--- config.mk ---
export PLATFORM = sky130hd
export DESIGN_NAME = frac_half_search
export DESIGN_NICKNAME = d
export VERILOG_FILES = /design/src/rtl/frac_half_search.sv
export SDC_FILE = /design/constraint.sdc
export NUM_CORES = 2
export LEC_CHECK = 0
export ABC_AREA = 1
export ABC_CLOCK_PERIOD_IN_PS = 8090
export CAP_MARGIN = 20
export CORE_UTILIZATION = 59
export CTS_BUF_LIST = sky130_fd_sc_hd__clkbuf_2
export CTS_CLUSTER_DIAMETER = 50
export DETAILED_ROUTE_END_ITERATION = 6
export GPL_ROUTABILITY_DRIVEN = 0
export PLACE_DENSITY = 0.81
export SYNTH_ARGS = -nofsm -noshare
export SYNTH_HDL_FRONTEND = slang
export SYNTH_SLANG_ARGS = --single-unit
export TNS_END_PERCENT = 10
--- constraint.sdc ---
create_clock -name clk -period 8.09 [get_ports clk]
set_input_delay 1.2135 -clock clk [delete_from_list [all_inputs] [get_ports clk]]
set_output_delay 1.2135 -clock clk [all_outputs]
set_load 0.03 [all_outputs]
--- src/rtl/frac_half_search.sv ---
// Half-pel motion refinement: streams BLK+1 reference rows against BLK current rows, accumulates
// a SAD for each of the four bilinear half-pel candidates and reports the cheapest as a quarter-pel vector.
module frac_half_search #(
   parameter int BLK  = 8,
   parameter int PIXW = 8,
   parameter int SADW = PIXW + 2*$clog2(BLK)
) (
   input  logic                      clk,
   input  logic                      reset,
   input  logic                      in_valid,
   output logic                      in_ready,
   input  logic [(BLK+1)*PIXW-1:0]   ref_row,
   input  logic [BLK*PIXW-1:0]       cur_row,
   output logic                      out_valid,
   output logic [2:0]                mvx,
   output logic [2:0]                mvy,
   output logic [1:0]                best_idx,
   output logic [SADW-1:0]           best_sad
);
   localparam int CW = $clog2(BLK + 2);
   localparam int SW = PIXW + 2;

   typedef enum logic [1:0] {S_IDLE, S_RECV, S_CMP} state_t;

   state_t                    state_q, state_d;
   logic [CW-1:0]             cnt_q, cnt_d;
   logic [(BLK+1)*PIXW-1:0]   r0_q, r0_d;
   logic [BLK*PIXW-1:0]       c_q, c_d;
   logic [SADW-1:0]           sad_q [4];
   logic [SADW-1:0]           sad_d [4];
   logic [SADW-1:0]           row_sad [4];
   logic [3:0][BLK-1:0][PIXW-1:0] diff;

   logic                      out_valid_q;
   logic [1:0]                best_idx_q;
   logic [SADW-1:0]           best_sad_q;
   logic [1:0]                min_idx;
   logic [SADW-1:0]           min_sad;

   // Per-pixel candidate predictions from the stored row (a,b) and the live row (c,d).
   for (genvar gi = 0; gi < BLK; gi++) begin : g_pix
      logic [SW-1:0]            a, b, c, d;
      logic [SW-1:0]            s1, s2, s3;
      logic [3:0][PIXW-1:0]     pred;
      logic [PIXW-1:0]          cur;

      assign a   = SW'(r0_q[gi*PIXW +: PIXW]);
      assign b   = SW'(r0_q[(gi+1)*PIXW +: PIXW]);
      assign c   = SW'(ref_row[gi*PIXW +: PIXW]);
      assign d   = SW'(ref_row[(gi+1)*PIXW +: PIXW]);
      assign cur = c_q[gi*PIXW +: PIXW];

      assign s1 = (a + b + SW'(1)) >> 1;
      assign s2 = (a + c + SW'(1)) >> 1;
      assign s3 = (a + b + c + d + SW'(2)) >> 2;

      assign pred[0] = a[PIXW-1:0];
      assign pred[1] = s1[PIXW-1:0];
      assign pred[2] = s2[PIXW-1:0];
      assign pred[3] = s3[PIXW-1:0];

      for (genvar gn = 0; gn < 4; gn++) begin : g_cand
         assign diff[gn][gi] = (cur >= pred[gn]) ? (cur - pred[gn]) : (pred[gn] - cur);
      end
   end

   always_comb begin
      for (int n = 0; n < 4; n++) begin
         row_sad[n] = '0;
         for (int i = 0; i < BLK; i++) begin
            row_sad[n] = row_sad[n] + SADW'(diff[n][i]);
         end
      end
   end

   // Strict less-than scan keeps the lowest index on ties.
   always_comb begin
      min_idx = 2'd0;
      min_sad = sad_q[0];
      for (int n = 1; n < 4; n++) begin
         if (sad_q[n] < min_sad) begin
            min_sad = sad_q[n];
            min_idx = 2'(n);
         end
      end
   end

   always_comb begin
      state_d  = state_q;
      cnt_d    = cnt_q;
      r0_d     = r0_q;
      c_d      = c_q;
      in_ready = 1'b0;
      for (int n = 0; n < 4; n++) sad_d[n] = sad_q[n];

      case (state_q)
         S_IDLE: begin
            in_ready = 1'b1;
            if (in_valid) begin
               for (int n = 0; n < 4; n++) sad_d[n] = '0;
               r0_d    = ref_row;
               c_d     = cur_row;
               cnt_d   = CW'(1);
               state_d = S_RECV;
            end
         end
         S_RECV: begin
            in_ready = 1'b1;
            if (in_valid) begin
               for (int n = 0; n < 4; n++) sad_d[n] = sad_q[n] + row_sad[n];
               r0_d  = ref_row;
               c_d   = cur_row;
               cnt_d = cnt_q + CW'(1);
               if (cnt_q == CW'(BLK)) state_d = S_CMP;
            end
         end
         S_CMP: begin
            state_d = S_IDLE;
         end
         default: begin
            state_d = S_IDLE;
         end
      endcase
   end

   always_ff @(posedge clk) begin
      if (reset) begin
         state_q     <= S_IDLE;
         cnt_q       <= '0;
         r0_q        <= '0;
         c_q         <= '0;
         for (int n = 0; n < 4; n++) sad_q[n] <= '0;
         out_valid_q <= 1'b0;
         best_idx_q  <= 2'd0;
         best_sad_q  <= '0;
      end else begin
         state_q     <= state_d;
         cnt_q       <= cnt_d;
         r0_q        <= r0_d;
         c_q         <= c_d;
         for (int n = 0; n < 4; n++) sad_q[n] <= sad_d[n];
         out_valid_q <= (state_q == S_CMP);
         if (state_q == S_CMP) begin
            best_idx_q <= min_idx;
            best_sad_q <= min_sad;
         end
      end
   end

   assign out_valid = out_valid_q;
   assign best_idx  = best_idx_q;
   assign best_sad  = best_sad_q;
   assign mvx       = {1'b0, best_idx_q[0], 1'b0};
   assign mvy       = {1'b0, best_idx_q[1], 1'b0};

endmodule

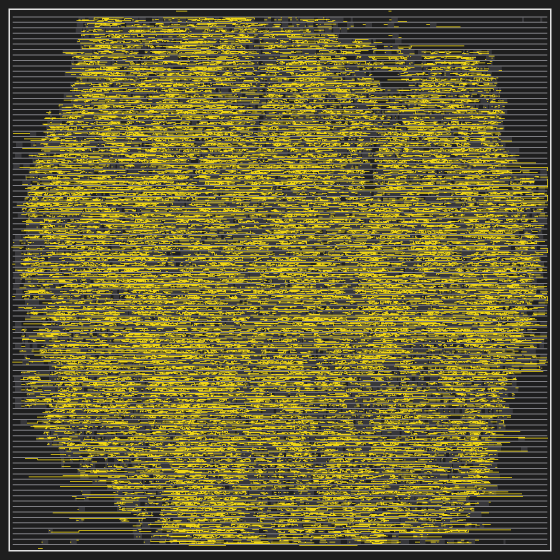
Fig. 1. M1 wires.
(2 px per um) Supply wires on this layer in gray.
main direction: horizontal
longest straight run: 90.2 um
nets with wire on the layer: 7442
share of all routed wire: 32%
final WL: 171 mm
Vias: 46800
met1 usage: 0.454

==> results_slide.txt <==
Run Summary

Clock network
  – H-tree depth: 3
  – Clk sinks: 215
  – Clock root buffer: clkbuf_2
  – Bufs on Longest Clock Path: 3
  – Post_cts resized: slightly above 100
  – Clk slew on worst S/H paths: roughly 0.12 ns
  – CTS tree: yes
  – Insertion Delay late pin: 1.29 ns

Worst setup path
  – Critical Path Source Type: flip-flop
  – FF-to-FF path depth: approximately 48
  – R2r setup slk: -1.71 ns
  – Critical Path End Type: flip-flop
  – CP Buf/Inv Count: 9
  – Crit path max-delay cell type: fa_1
  – Slowest cell delay on critical path: 0.61 ns
  – Critical Path Source: r0_q[8]$_SDFFE_PP0P_
  – Worst Setup Path Type: flip-flop to flip-flop
  – Critical Path End: sad_q[3][12]$_SDFFE_PP0P_
  – CP max FO: 5
  – CP required: a little over 9 ns
  – Reg2reg end: sad_q[3][12]$_SDFFE_PP0P_
  – CP delay by family, top: adder cells

Routing
  – First-pass DRT Iterations: 7
  – Top sig layer: met5
  – Met3 WL: between 20 and 25 mm
  – M1 wire length: around 55 mm
  – Initial DRC Count: 6132
  – DR WL/cell: ~22 um
  – DRC: approximately 130
  – Vias/cell: about 6.1

Global route
  – Initial antenna violation count: 6
  – Largest net degree at the start of global routing: 79
  – Global-route wire length before repair: roughly 240 mm
  – Grt peak-use layer: met2
  – Routing usage on met3: 0.120
  – Total track usage: 0.417
  – Vias in the first global route: 45900
  – GRT overflow: 0

Layout
  – Inverters: about 1000
  – Non-CTS buffers: approximately 1200
  – Non-clk buf share: 0.173
  – Register area: ~4300 um2
  – Layout clock buffers: between 80 and 90
  – Non-filler cells, final: between 7000 and 8000
  – Antenna Cells: 6
  – Multi-input gate share of total cell area: 0.642
  – Layout cell share with drive strength beyond 1: 0.221
  – Final instance area: ~55000 um2
  – Seq Cell Count: 215
  – Layout area overhead: 28.7%
  – Filler cell count: 4252
  – Largest cell class: combinational gates
  – Logic area: 35000 um2

STA
  – Minimum clock period: a little under 10 ns
  – # setup viols final: 25
  – Final slew viol count: 0
  – Worst Slack Setup Final: -1.71 ns
  – RSZ-0062 raised after global routing: yes
  – Skew final: 0.183 ns
  – Setup_tns: -19.21 ns

Placed design
  – Hpwl dp: roughly 120 mm
  – Placed inst area: approximately 52000 um2
  – Setup Slack @ Placement: -2.05 ns

Floorplanning
  – Core Rows: about 97
  – Chip area: around 73000 um2
  – Chip width: about 270 um
  – # Taps: about 940
  – I/O Pins: 163

Outcome
  – Failing checks: DRC, setup timing
  – Status: finished with violations

Min path
  – Hold Path Depth: 2
  – Hold path endpoint: best_sad[2]$_SDFFE_PP0P_
  – Hold Crit Start: best_sad[2]$_SDFFE_PP0P_

Synth
  – Post-synth ARST share: 0
  – Yosys cell count: ~5600
  – Mapped cell area: 42400 um2
  – Mean Syn Cell Area: around 7.6 um2
  – Dominant cell area share: 0.241
  – Warnings, synthesis: 0
  – Cell area leaders: ha_1, fa_1, dfxtp_1, inv_1, a21oi_1
  – Number of synthesized flops with an enable pin: 0
  – Commonest flop: dfxtp_1
  – Cell count after synthesis: 5557
  – Netlist cell types: between 50 and 60
  – Seq/Total Area, Yosys: 0.102
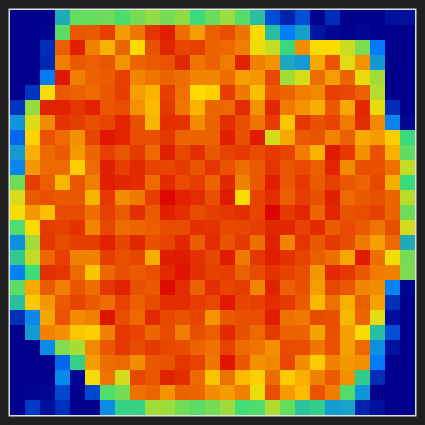
Fig. 2. Cell density map.
(1.5 px per um) The die is cut into 27 by 27 equal tiles; dark blue is low, red is high, 0 to 100% covered.
mean over tiles: 73%
nearly empty tiles: 8.8%
tiles over 75% full: 72%
fullest tile: 99%
Final Util: 0.774
core area: 70500 um2
Pre-Place Util: 0.601

## placed cells by master, fill, tap and decap left out, drive strengths merged, types with 5 or more instances in the layout
cell type         n
a21o             53
inv            1049
o211ai            8
nand3           153
mux2i            52
o21ai           373
nand3b           15
diode             6
a211o             5
clkdlybuf4s50   154
clkbuf           88
clkinv           28
and2             10
a211oi           40
fa              348
dfxtp           215
xor2            283
o21bai           66
nor3             20
o221ai           34
buf            1025
ha              816
o21a             15
nand4            32
or2              32
nand2           812
a221oi           22
xnor2            95
a31oi             9
nor2            236
a21oi           629
## cells by family (layout without fill, tap and decap cells)
logic type,Yosys count,after routing,synth area share
flip-flops,215,215,0.102
XOR/XNOR,378,378,0.0781
multiplexers,56,56,0.0133
AND-OR/OR-AND,1263,1263,0.168
other,1,10,0.0000885
adder cells (fa/ha/maj),1164,1164,0.405
AND/OR/NAND/NOR,1320,1320,0.131
buffers and inverters,1160,2349,0.104
## tightest hold or removal path: cells and delay by family (launching register included)
family | cells | cell delay [ns]
flops | 1 | 0.32
simple gates | 1 | 0.06
compound gates | 1 | 0.05
## state kept, by name, summed over array words and instances (netlist names)
register / cells
best_idx: 2
best_sad: 14
c_q: 64
cnt_q: 4
out_valid: 1
r0_q: 72
sad_q: 56
state_q: 2
## Yosys cell counts (22+ instances only)
cell      number
o221ai_1      34
nand4_1       32
xnor2_1       95
o21bai_1      66
dfxtp_1      215
nor2_1       234
inv_2         25
a21oi_1      620
clkbuf_1      89
nand3_1      145
a21o_1        53
xor2_1       283
o21ai_1       79
a221oi_1      22
mux2i_1       52
fa_1         348
nand2_1      799
or2_2         23
ha_1         816
o21ai_0      294
inv_1       1021
a211oi_1      40
